**Local utilization**

The die is cut into 11 by 11 equal tiles; white is low, dark blue is high, 0 to 100% covered.
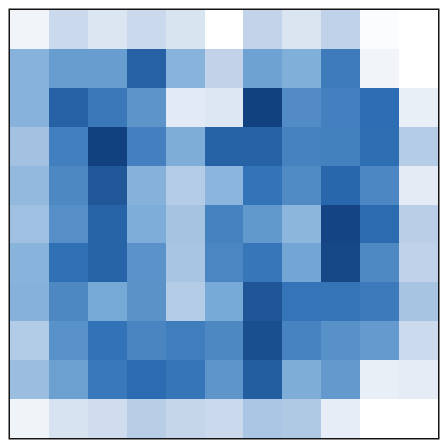
**Placed standard cells**

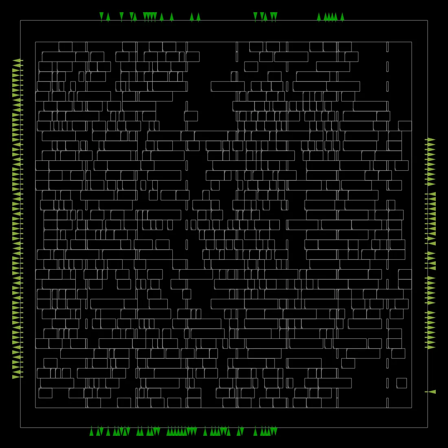
**Met1 routing**

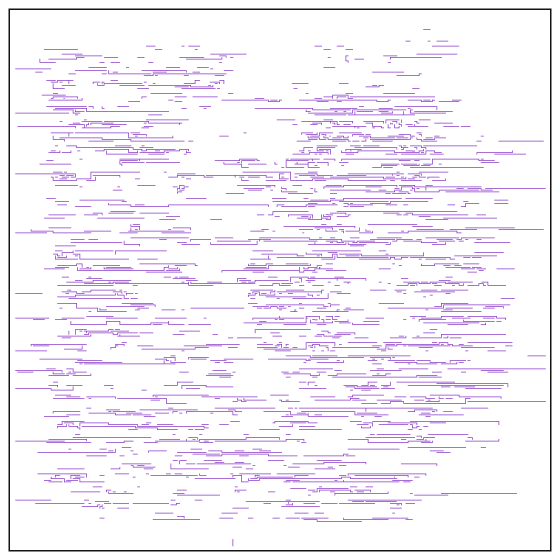
`src/rtl/reg_write_arbiter_pkg.sv`:
```
// Shared constants and types for the register-bank write arbiter.
package reg_write_arbiter_pkg;

    localparam int unsigned AW    = 5;
    localparam int unsigned DW    = 32;
    localparam int unsigned NREGS = 32;

    // Requester IDs, used as bit positions in req/gnt vectors.
    localparam int unsigned REQ_WB = 0;
    localparam int unsigned REQ_LD = 1;

    // Which requester wins the next two-way contention.
    typedef enum logic {
        PTR_WB = 1'b0,
        PTR_LD = 1'b1
    } ptr_e;

endpackage

```
`src/rtl/reg_write_arbiter_rr.sv`:
```
// Two-request arbiter: round-robin, or fixed priority with wb always winning.
module rr_arbiter2
    import reg_write_arbiter_pkg::*;
#(
    parameter int unsigned USE_RR = 1
) (
    input  logic       clk,
    input  logic       rst_n,
    input  logic [1:0] req,
    output logic [1:0] gnt
);

    ptr_e ptr_q;
    ptr_e ptr_d;

    // Grant: a lone requester always wins; on contention the pointer decides.
    always_comb begin
        gnt = '0;
        if (req == 2'b11) begin
            if ((USE_RR != 0) && (ptr_q == PTR_LD)) begin
                gnt[REQ_LD] = 1'b1;
            end else begin
                gnt[REQ_WB] = 1'b1;
            end
        end else begin
            gnt = req;
        end
    end

    // Pointer moves to the other requester after every grant.
    always_comb begin
        ptr_d = ptr_q;
        if (gnt[REQ_WB]) begin
            ptr_d = PTR_LD;
        end else if (gnt[REQ_LD]) begin
            ptr_d = PTR_WB;
        end
    end

    // Pointer register, resets to favour wb.
    always_ff @(posedge clk or negedge rst_n) begin
        if (!rst_n) begin
            ptr_q <= PTR_WB;
        end else begin
            ptr_q <= ptr_d;
        end
    end

endmodule

```
`src/rtl/reg_write_arbiter.sv`:
```
// Shares the bank write port between wb and ld, and tracks pending destinations.
module reg_write_arbiter
    import reg_write_arbiter_pkg::*;
#(
    parameter int unsigned AW     = reg_write_arbiter_pkg::AW,
    parameter int unsigned DW     = reg_write_arbiter_pkg::DW,
    parameter int unsigned NREGS  = reg_write_arbiter_pkg::NREGS,
    parameter int unsigned USE_RR = 1
) (
    input  logic             clk,
    input  logic             rst_n,
    input  logic             wb_valid,
    input  logic [AW-1:0]    wb_reg,
    input  logic [DW-1:0]    wb_data,
    output logic             wb_ready,
    input  logic             ld_valid,
    input  logic [AW-1:0]    ld_reg,
    input  logic [DW-1:0]    ld_data,
    output logic             ld_ready,
    input  logic             rsv_valid,
    input  logic [AW-1:0]    rsv_reg,
    input  logic [AW-1:0]    chk_reg1,
    input  logic [AW-1:0]    chk_reg2,
    output logic             stall,
    output logic             escreve,
    output logic [AW-1:0]    regF,
    output logic [DW-1:0]    dados,
    output logic [NREGS-1:0] pending,
    output logic             rsv_err
);

    logic [1:0]       gnt;
    logic             escreve_q, escreve_d;
    logic [AW-1:0]    regf_q, regf_d;
    logic [DW-1:0]    dados_q, dados_d;
    logic [NREGS-1:0] pending_q, pending_d;
    logic             rsv_err_q, rsv_err_d;

    rr_arbiter2 #(
        .USE_RR (USE_RR)
    ) u_arb (
        .clk   (clk),
        .rst_n (rst_n),
        .req   ({ld_valid, wb_valid}),
        .gnt   (gnt)
    );

    assign wb_ready = gnt[REQ_WB];
    assign ld_ready = gnt[REQ_LD];

    // Output stage: capture the granted write; address/data hold when idle.
    always_comb begin
        escreve_d = |gnt;
        regf_d    = regf_q;
        dados_d   = dados_q;
        if (gnt[REQ_WB]) begin
            regf_d  = wb_reg;
            dados_d = wb_data;
        end else if (gnt[REQ_LD]) begin
            regf_d  = ld_reg;
            dados_d = ld_data;
        end
    end

    // Scoreboard: clear on the bank write edge, then set so a new reservation wins.
    always_comb begin
        pending_d = pending_q;
        rsv_err_d = rsv_err_q;
        if (escreve_q) begin
            pending_d[regf_q] = 1'b0;
        end
        if (rsv_valid) begin
            if (pending_d[rsv_reg]) begin
                rsv_err_d = 1'b1;
            end
            pending_d[rsv_reg] = 1'b1;
        end
    end

    // State registers for output stage and scoreboard.
    always_ff @(posedge clk or negedge rst_n) begin
        if (!rst_n) begin
            escreve_q <= 1'b0;
            regf_q    <= '0;
            dados_q   <= '0;
            pending_q <= '0;
            rsv_err_q <= 1'b0;
        end else begin
            escreve_q <= escreve_d;
            regf_q    <= regf_d;
            dados_q   <= dados_d;
            pending_q <= pending_d;
            rsv_err_q <= rsv_err_d;
        end
    end

    assign stall   = pending_q[chk_reg1] | pending_q[chk_reg2];
    assign escreve = escreve_q;
    assign regF    = regf_q;
    assign dados   = dados_q;
    assign pending = pending_q;
    assign rsv_err = rsv_err_q;

endmodule

```
`config.mk`:
```
export PLATFORM = sky130hd
export DESIGN_NAME = reg_write_arbiter
export DESIGN_NICKNAME = d
export VERILOG_FILES = /design/src/rtl/reg_write_arbiter_pkg.sv /design/src/rtl/reg_write_arbiter_rr.sv /design/src/rtl/reg_write_arbiter.sv
export SDC_FILE = /design/constraint.sdc
export NUM_CORES = 1
export LEC_CHECK = 0
export CAP_MARGIN = 20
export CORE_MARGIN = 4
export CORE_UTILIZATION = 40
export CTS_CLUSTER_SIZE = 24
export DETAILED_ROUTE_END_ITERATION = 10
export PLACE_DENSITY_LB_ADDON = 0.08
export SETUP_SLACK_MARGIN = 0.02
export SLEW_MARGIN = 15
export SYNTH_ARGS = -nofsm -noshare
export SYNTH_HDL_FRONTEND = slang
export SYNTH_SLANG_ARGS = --single-unit
```
`constraint.sdc`:
```
create_clock -name clk -period 3.77 [get_ports clk]
set_input_delay 1.131 -clock clk [delete_from_list [all_inputs] [get_ports clk]]
set_output_delay 1.131 -clock clk [all_outputs]
set_load 0.03 [all_outputs]
```
==> impl_table.tex <==
% Auto-generated results table
\begin{tabular}{lr}
\hline
Metric & Value \\
\hline
\multicolumn{2}{l}{\textbf{Clock tree}} \\
\quad Clock root buffer & clkbuf\_8 \\
\quad CTS Hold Bufs & 0 \\
\quad Clock latency reported for the late side of the worst-skew pair & 0.35 ns \\
\quad CTS sink count & 72 \\
\quad Reg clk slew, reported paths & 0.08 ns \\
\quad Maximum buffer depth of the clock tree & 2 \\
\multicolumn{2}{l}{\textbf{Synth}} \\
\quad Mapped cell area & 4328 µm² \\
\quad FA/HA/MAJ Cells, Area Fraction & 0\% \\
\quad Post-Synthesis Cells & 438 \\
\quad Post-synthesis sequential element count & 72 \\
\quad Netlist cell types & 41 \\
\quad Share of synthesized area occupied by flip-flops and latches & 41.63\% \\
\quad Number of cells in the yosys synthesis report & 438 \\
\multicolumn{2}{l}{\textbf{Layout}} \\
\quad Fraction of final layout cells sized beyond drive strength 1 & 16.92\% \\
\quad Combinational Area & 2345 µm² \\
\multicolumn{2}{l}{\textbf{Timing}} \\
\quad Unrepaired setup endpoints after global routing & yes \\
\quad Worst hold margin & 0.4687 ns \\
\quad Final period utilization & 99.16\% \\
\quad Final count of negative-setup-slack endpoints & 0 \\
\quad Final critical-path required period & 3.738 ns \\
\quad Slew at the pin closest to its max-slew limit & 0.9339 ns \\
\multicolumn{2}{l}{\textbf{Pwr}} \\
\quad Power per cell area & 595.2 nW/µm² \\
\quad Reported net switching power & 1575 µW \\
\quad Gate power share & 48.1\% \\
\quad Seq pwr share & 35.4\% \\
\quad Reported combinational group power & 1810 µW \\
\quad Clk network pwr share & 16.4\% \\
\multicolumn{2}{l}{\textbf{Route}} \\
\quad Starting DRT DRC Count & 280 \\
\quad DRT Wirelength & 14,560 µm \\
\quad DRC violation count after routing & 0 \\
\quad First-pass DRT Iterations & 5 \\
\multicolumn{2}{l}{\textbf{Critical path}} \\
\quad CP required & 2.64 ns \\
\quad RR Startpoint & regF[0] \\
\quad Critical path type & in2out \\
\quad Arrival time reported for the critical path endpoint & 2.61 ns \\
\quad Crit path capture type & output port \\
\multicolumn{2}{l}{\textbf{Run status}} \\
\quad Result of the run & finished clean \\
\multicolumn{2}{l}{\textbf{Flow run}} \\
\quad Max-cap viol count & 0 \\
\multicolumn{2}{l}{\textbf{Floorplan}} \\
\quad Die width & 112.0 µm \\
\quad Die height & 112.0 µm \\
\quad Core area & 10,420 µm² \\
\multicolumn{2}{l}{\textbf{Global route}} \\
\quad Via count of the first global-routing pass & 4,501 \\
\hline
\end{tabular}
Notes on 'local utilization' above:
- fullest tile: 93%
- tiles over 75% full: 15%
- mean over tiles: 49%
- nearly empty tiles: 5.0%

Notes on 'placed standard cells' above:
Filler cells: 934
flip-flop and latch share of the layout cell area: 28.55%
non-filler cells, final: 733

Notes on 'met1 routing' above:
- wire length on this layer: 5,560 µm
- main direction: horizontal
- nets with wire on the layer: 593

-- path summary, 6_finish.rpt --
path | endpoint | depth (start not counted)
setup / recovery | stall | 6
hold / removal | rsv_err | 2
setup reg to reg | rsv_err | 6
hold reg to reg | rsv_err | 2
max in group asynchronous | pending[8] | 1
min in group asynchronous | dados[4] | 1
-- synth_stat cells --
library cell / count / area share [%]
a21boi_0: 1 / 0.17
a21oi_1: 4 / 0.46
a2bb2oi_1: 1 / 0.20
a311oi_1: 1 / 0.20
a31oi_1: 2 / 0.29
a41o_1: 1 / 0.23
a41oi_1: 1 / 0.20
and3b_1: 1 / 0.20
buf_1: 5 / 0.43
buf_2: 9 / 1.0
buf_4: 3 / 0.52
clkbuf_1: 18 / 1.6
dfrtp_1: 72 / 42
inv_1: 8 / 0.69
mux2_2: 37 / 9.6
mux2i_1: 5 / 1.2
mux4_2: 22 / 11
nand2_1: 12 / 1.0
nand2b_1: 2 / 0.29
nand2b_4: 1 / 0.32
nand3_1: 11 / 1.3
nand3b_1: 6 / 1.0
nand4_1: 4 / 0.58
nand4b_1: 2 / 0.40
nand4bb_1: 2 / 0.52
nor2_1: 79 / 6.9
nor2b_1: 1 / 0.14
nor3b_1: 2 / 0.35
o2111ai_1: 1 / 0.20
o211ai_1: 7 / 1.2
o21a_1: 1 / 0.17
o21ai_0: 64 / 7.4
o21ai_1: 1 / 0.12
o221ai_1: 2 / 0.40
o22ai_1: 37 / 5.3
o31a_1: 1 / 0.20
o41ai_2: 1 / 0.38
or2_2: 4 / 0.58
or3_1: 2 / 0.29
or3b_2: 2 / 0.40
xnor2_1: 2 / 0.40
-- cells by family (layout without fill, tap and decap cells) --
kind of cell,count (synthesis),after routing
compound gates,126,126
buf+inv,43,202
mux,64,64
simple gates,131,131
flops,72,72
xor+xnor,2,2
-- metal layers --
| metal | routed length [µm] | vias up | track usage [%] |
|---|---|---|---|
| met1 | 5564 | 2090 | 27.90 |
| li1 | - | 1939 | - |
| met5 | 0 | - | 0 |
| met2 | 6776 | 245 | 36.73 |
| met4 | 401 | 0 | 8.734 |
| met3 | 1814 | 40 | 9.596 |
-- timing repair --
action                                  CTS  global route
gates resized                            25             7
pin swaps                                 1             0
buffers inserted                          1             0
endpoints found under the setup margin    1             1
-- per-stage QoR --
step / setup slack [ns] / cell area (µm²) / instances / utilization, %
after detailed placement: -0.9403 / 6126 / 718 / 58.81
after CTS: -0.02258 / 6305 / 734 / 60.53
after global placement: -0.9245 / 6126 / 718 / 58.81
final: 0.03158 / 6311 / 733 / 60.59
after floorplan: 0.02086 / 4334 / 438 / -
after global routing: -0.01451 / 6311 / 733 / 60.59
-- layout make-up --
cell class / count / share of cell area [%]
tap: 136 / 2.696
timing repair buffer: 178 / 27.99
clock buffer: 11 / 2.240
sequential: 72 / 28.55
inverter: 8 / 0.4758
clock inverter: 5 / 0.8921
multi-input combinational: 323 / 37.15
-- critical path: stages --
cell     delay [ns]
buf_12         0.11
mux4_2         0.50
mux4_2         0.47
mux2i_1        0.18
nand2_2        0.08
buf_6          0.14
-- flip-flops by register name, indices dropped and copies added (netlist names) --
register / count
rsv_err: 1
u_arb.ptr_q: 1
pending: 32
regF: 5
escreve: 1
dados: 32
Power and IR drop assume default switching activity.
